[src/rtl/lc4_insn_queue_if.sv]
// Bus bundle between fetch/execute and the instruction queue.
// master = the pipeline side driving requests, slave = the queue itself.
interface lc4_insn_queue_if;
    logic        enq_valid;
    logic [15:0] enq_insn;
    logic [15:0] enq_pc;
    logic        rob_full;

    logic        issue_valid;
    logic        issue_ready;
    logic [1:0]  issue_idx;
    logic [15:0] issue_insn;
    logic [15:0] issue_pc;

    logic        cmpl_valid;
    logic [1:0]  cmpl_idx;

    logic        retire_valid;
    logic [15:0] retire_insn;
    logic [15:0] retire_pc;

    logic        flush;

    logic [15:0] iq0_insn;
    logic [15:0] iq1_insn;
    logic [15:0] iq2_insn;
    logic [15:0] iq3_insn;
    logic [3:0]  iq_valid;
    logic [3:0]  iq_issue;
    logic [3:0]  iq_commit;

    modport master (
        output enq_valid, enq_insn, enq_pc, issue_ready, cmpl_valid, cmpl_idx, flush,
        input  rob_full, issue_valid, issue_idx, issue_insn, issue_pc,
               retire_valid, retire_insn, retire_pc,
               iq0_insn, iq1_insn, iq2_insn, iq3_insn, iq_valid, iq_issue, iq_commit
    );

    modport slave (
        input  enq_valid, enq_insn, enq_pc, issue_ready, cmpl_valid, cmpl_idx, flush,
        output rob_full, issue_valid, issue_idx, issue_insn, issue_pc,
               retire_valid, retire_insn, retire_pc,
               iq0_insn, iq1_insn, iq2_insn, iq3_insn, iq_valid, iq_issue, iq_commit
    );
endinterface

[src/rtl/lc4_insn_queue.sv]
// 4-entry circular instruction queue / reorder buffer behind fetch.
// In-order enqueue at tail, oldest-first issue, out-of-order completion,
// in-order retire from head. All outputs decode registered state only.
module lc4_insn_queue #(
    parameter int DEPTH = 4,
    parameter int PTR_W = 2
) (
    input  logic                clk,
    input  logic                rst,
    lc4_insn_queue_if.slave     q
);

    logic [DEPTH-1:0] valid_q, valid_d;
    logic [DEPTH-1:0] issued_q, issued_d;
    logic [DEPTH-1:0] done_q, done_d;
    logic [15:0]      insn_q [DEPTH];
    logic [15:0]      insn_d [DEPTH];
    logic [15:0]      pc_q [DEPTH];
    logic [15:0]      pc_d [DEPTH];
    logic [PTR_W-1:0] head_q, head_d;
    logic [PTR_W-1:0] tail_q, tail_d;
    logic [2:0]       count_q, count_d;

    logic             rob_full;
    logic             enq;
    logic             retire_now;
    logic             iss_found;
    logic [PTR_W-1:0] iss_idx;
    logic [PTR_W-1:0] cand;

    assign rob_full   = (count_q == 3'(DEPTH));
    assign enq        = q.enq_valid & ~rob_full;
    assign retire_now = valid_q[head_q] & done_q[head_q];

    // Oldest valid, not-yet-issued slot, scanning from head in age order.
    always_comb begin
        iss_found = 1'b0;
        iss_idx   = '0;
        cand      = '0;
        for (int k = 0; k < DEPTH; k++) begin
            cand = head_q + PTR_W'(k);
            if (!iss_found && valid_q[cand] && !issued_q[cand]) begin
                iss_found = 1'b1;
                iss_idx   = cand;
            end
        end
    end

    assign q.rob_full     = rob_full;
    assign q.issue_valid  = iss_found;
    assign q.issue_idx    = iss_idx;
    assign q.issue_insn   = iss_found ? insn_q[iss_idx] : 16'h0000;
    assign q.issue_pc     = iss_found ? pc_q[iss_idx] : 16'h0000;
    assign q.retire_valid = retire_now;
    assign q.retire_insn  = retire_now ? insn_q[head_q] : 16'h0000;
    assign q.retire_pc    = retire_now ? pc_q[head_q] : 16'h0000;
    assign q.iq0_insn     = insn_q[0];
    assign q.iq1_insn     = insn_q[1];
    assign q.iq2_insn     = insn_q[2];
    assign q.iq3_insn     = insn_q[3];
    assign q.iq_valid     = valid_q;
    assign q.iq_issue     = issued_q;
    assign q.iq_commit    = valid_q & done_q;

    // Next state: completion sees the old issued bit, retire clears head before
    // enqueue writes tail (they never collide), flush overrides everything.
    always_comb begin
        valid_d  = valid_q;
        issued_d = issued_q;
        done_d   = done_q;
        insn_d   = insn_q;
        pc_d     = pc_q;
        head_d   = head_q;
        tail_d   = tail_q;
        count_d  = count_q + 3'(enq) - 3'(retire_now);

        if (q.cmpl_valid && valid_q[q.cmpl_idx] && issued_q[q.cmpl_idx]) begin
            done_d[q.cmpl_idx] = 1'b1;
        end
        if (iss_found && q.issue_ready) begin
            issued_d[iss_idx] = 1'b1;
        end
        if (retire_now) begin
            valid_d[head_q]  = 1'b0;
            issued_d[head_q] = 1'b0;
            done_d[head_q]   = 1'b0;
            head_d           = head_q + 1'b1;
        end
        if (enq) begin
            valid_d[tail_q]  = 1'b1;
            issued_d[tail_q] = 1'b0;
            done_d[tail_q]   = 1'b0;
            insn_d[tail_q]   = q.enq_insn;
            pc_d[tail_q]     = q.enq_pc;
            tail_d           = tail_q + 1'b1;
        end
        if (q.flush) begin
            valid_d  = '0;
            issued_d = '0;
            done_d   = '0;
            head_d   = '0;
            tail_d   = '0;
            count_d  = '0;
        end
    end

    // State registers with asynchronous active-low clear.
    always_ff @(posedge clk or negedge rst) begin
        if (!rst) begin
            valid_q  <= '0;
            issued_q <= '0;
            done_q   <= '0;
            head_q   <= '0;
            tail_q   <= '0;
            count_q  <= '0;
            for (int i = 0; i < DEPTH; i++) begin
                insn_q[i] <= 16'h0000;
                pc_q[i]   <= 16'h0000;
            end
        end else begin
            valid_q  <= valid_d;
            issued_q <= issued_d;
            done_q   <= done_d;
            head_q   <= head_d;
            tail_q   <= tail_d;
            count_q  <= count_d;
            insn_q   <= insn_d;
            pc_q     <= pc_d;
        end
    end

endmodule
[src/flat_wrapper.sv]
// flat-port wrapper written by rule: the top's interface ports become plain ports
module lc4_insn_queue_flat 
#(
    parameter int DEPTH = 4,
    parameter int PTR_W = 2
)
  (clk, rst, q_enq_valid, q_enq_insn, q_enq_pc, q_issue_ready, q_cmpl_valid, q_cmpl_idx, q_flush, q_rob_full, q_issue_valid, q_issue_idx, q_issue_insn, q_issue_pc, q_retire_valid, q_retire_insn, q_retire_pc, q_iq0_insn, q_iq1_insn, q_iq2_insn, q_iq3_insn, q_iq_valid, q_iq_issue, q_iq_commit);
  lc4_insn_queue_if q_i ();
  input  logic clk;
  input  logic rst;
  input wire logic [$bits(q_i.enq_valid)-1:0] q_enq_valid;
  input wire logic [$bits(q_i.enq_insn)-1:0] q_enq_insn;
  input wire logic [$bits(q_i.enq_pc)-1:0] q_enq_pc;
  input wire logic [$bits(q_i.issue_ready)-1:0] q_issue_ready;
  input wire logic [$bits(q_i.cmpl_valid)-1:0] q_cmpl_valid;
  input wire logic [$bits(q_i.cmpl_idx)-1:0] q_cmpl_idx;
  input wire logic [$bits(q_i.flush)-1:0] q_flush;
  output wire logic [$bits(q_i.rob_full)-1:0] q_rob_full;
  output wire logic [$bits(q_i.issue_valid)-1:0] q_issue_valid;
  output wire logic [$bits(q_i.issue_idx)-1:0] q_issue_idx;
  output wire logic [$bits(q_i.issue_insn)-1:0] q_issue_insn;
  output wire logic [$bits(q_i.issue_pc)-1:0] q_issue_pc;
  output wire logic [$bits(q_i.retire_valid)-1:0] q_retire_valid;
  output wire logic [$bits(q_i.retire_insn)-1:0] q_retire_insn;
  output wire logic [$bits(q_i.retire_pc)-1:0] q_retire_pc;
  output wire logic [$bits(q_i.iq0_insn)-1:0] q_iq0_insn;
  output wire logic [$bits(q_i.iq1_insn)-1:0] q_iq1_insn;
  output wire logic [$bits(q_i.iq2_insn)-1:0] q_iq2_insn;
  output wire logic [$bits(q_i.iq3_insn)-1:0] q_iq3_insn;
  output wire logic [$bits(q_i.iq_valid)-1:0] q_iq_valid;
  output wire logic [$bits(q_i.iq_issue)-1:0] q_iq_issue;
  output wire logic [$bits(q_i.iq_commit)-1:0] q_iq_commit;
  assign q_i.enq_valid = q_enq_valid;
  assign q_i.enq_insn = q_enq_insn;
  assign q_i.enq_pc = q_enq_pc;
  assign q_i.issue_ready = q_issue_ready;
  assign q_i.cmpl_valid = q_cmpl_valid;
  assign q_i.cmpl_idx = q_cmpl_idx;
  assign q_i.flush = q_flush;
  assign q_rob_full = q_i.rob_full;
  assign q_issue_valid = q_i.issue_valid;
  assign q_issue_idx = q_i.issue_idx;
  assign q_issue_insn = q_i.issue_insn;
  assign q_issue_pc = q_i.issue_pc;
  assign q_retire_valid = q_i.retire_valid;
  assign q_retire_insn = q_i.retire_insn;
  assign q_retire_pc = q_i.retire_pc;
  assign q_iq0_insn = q_i.iq0_insn;
  assign q_iq1_insn = q_i.iq1_insn;
  assign q_iq2_insn = q_i.iq2_insn;
  assign q_iq3_insn = q_i.iq3_insn;
  assign q_iq_valid = q_i.iq_valid;
  assign q_iq_issue = q_i.iq_issue;
  assign q_iq_commit = q_i.iq_commit;
  lc4_insn_queue #(.DEPTH(DEPTH), .PTR_W(PTR_W)) u_core (.clk(clk), .rst(rst), .q(q_i));
endmodule
[config.mk]
export PLATFORM = sky130hd
export DESIGN_NAME = lc4_insn_queue_flat
export DESIGN_NICKNAME = d
export VERILOG_FILES = /design/src/rtl/lc4_insn_queue_if.sv /design/src/rtl/lc4_insn_queue.sv /design/src/flat_wrapper.sv
export SDC_FILE = /design/constraint.sdc
export NUM_CORES = 1
export LEC_CHECK = 0
export CAP_MARGIN = 25
export CORE_MARGIN = 4
export CORE_UTILIZATION = 25
export CTS_CLUSTER_SIZE = 14
export DETAILED_ROUTE_END_ITERATION = 12
export GPL_ROUTABILITY_DRIVEN = 0
export PLACE_DENSITY = 0.49
export SYNTH_ARGS = -nofsm -noshare
export SYNTH_HDL_FRONTEND = slang
export SYNTH_SLANG_ARGS = --single-unit
[constraint.sdc]
create_clock -name clk -period 10.2 [get_ports clk]
set_input_delay 1.53 -clock clk [delete_from_list [all_inputs] [get_ports clk]]
set_output_delay 1.53 -clock clk [all_outputs]
set_load 0.01 [all_outputs]
==> results_dict.tcl <==
# yosys + openroad results
set metrics [dict create \
    result_of_the_run "completed" \
    clock-sinks 147 \
    hpwl_mm 16.7 \
    power_leader "combinational logic" \
    path_max_fanout 53 \
    synth_cells 649 \
    ir_worst_vdd_mv 0.108 \
    drt_pre_antenna_iters 5 \
    layout_top_cells_excl_fill_tap "sky130_fd_sc_hd__clkdlybuf4s50_1 (183), sky130_fd_sc_hd__dfrtp_1 (145), sky130_fd_sc_hd__mux2_2 (129)" \
    post_synth_main_logic_family "multiplexers" \
    totalNegativeSetupSlack_ps 0 \
    area.combinational_um2 4140 \
    final_core_util_pct 34.3 \
    synth_top_flop_cell "sky130_fd_sc_hd__dfrtp_1" \
    cp_top_family "buffers and inverters" \
    fa_ha_area_share_pct 1.79 \
    top_register "u_core.pc_q" \
    cp_arrival_ps 5160 \
    layout-area-overhead-vs-synth_pct 34.8 \
    ctsHtreeMaxLevel 4 \
    detailedRoute.firstIterationViolations 263 \
    placement.io_buffers 184 \
    grt_pass1_wl_mm 41.5 \
    remaining_drc_errors 0 \
    final.signal_inverter_count 14 \
    worstReg2RegStart "u_core.head_q[0]$_DFFE_PN0P_" \
    powerClk_mw 0.612 \
    regArea_um2 3680 \
    maxClockFrequency_mhz 150 \
    synth.top_cells.by_count "sky130_fd_sc_hd__dfrtp_1 (147), sky130_fd_sc_hd__mux2_2 (129), sky130_fd_sc_hd__nand3_1 (65), sky130_fd_sc_hd__and2_1 (42)" \
    synthAoiAreaFrac_pct 5.93 \
    seqAreaFraction_pct 33.7 \
    ys.flops 147 \
    cts_tree "done" \
    hold_path.startpoint "u_core.pc_q[27]$_DFFE_PN0P_" \
    grt_antenna_before_repair 1 \
    pwr-share-clk_pct 21.5 \
    path_clk_slew_ps 60 \
    startpoint_type "flop" \
    cp_data_required_time_ps 8670 \
    timing.final.crit_period_ps 6690 \
    floorplan.io_pins 185 \
    netlist.area_leader.share_pct 45.4 \
    worst_hold_path.endpoint "u_core.pc_q[27]$_DFFE_PN0P_" \
    drive_above_1_share_pct 27.3 \
    dr_total_vias 6052 \
    area_share_clock_buf_inv_pct 5.15 \
    cts_setup_buffers 0 \
    whs_path_depth 1 \
]
[stage by stage]
stage | hold WS, ps | setup WS [ps]
floorplan | 497 | 5520
global placement | 513 | 3980
detailed placement | 519 | 3890
CTS | 534 | 3430
global route | 549 | 3070
finish | 533 | 3510
[layer usage]
metal	vias to the layer above	part of all wire (%)	global-route usage, %	wire length [um]
li1	2729	-	-	-
met1	3152	46	20.2	11900
met2	159	48	24.3	12600
met3	10	5.6	4.45	1460
met4	2	0.44	2.48	114
met5	-	0.077	0	20
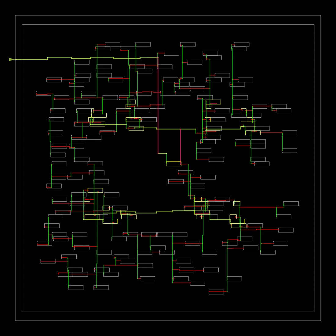
Figure 1: the clock network.
clock buffer count from CTS: 17
Late-Pin Clk Latency: 420 ps
final clock skew: 10.7 ps
number of sequential cells: 147

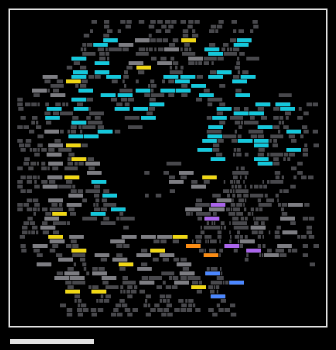
Figure 2: register map, names as in the netlist.
The bar under the picture is 50 um long.
[`u_core.q.iq_valid`] purple | sequential cells: 4
[`u_core.tail_q`] orange | sequential cells: 2
[`u_core.count_q`] blue | sequential cells: 3
[`u_core.q.iq0_insn`] yellow | sequential cells: 16
[`u_core.pc_q`] cyan | sequential cells: 64
not coloured: 58

Power figures rest on the tool's default switching activity, not on a simulated workload.
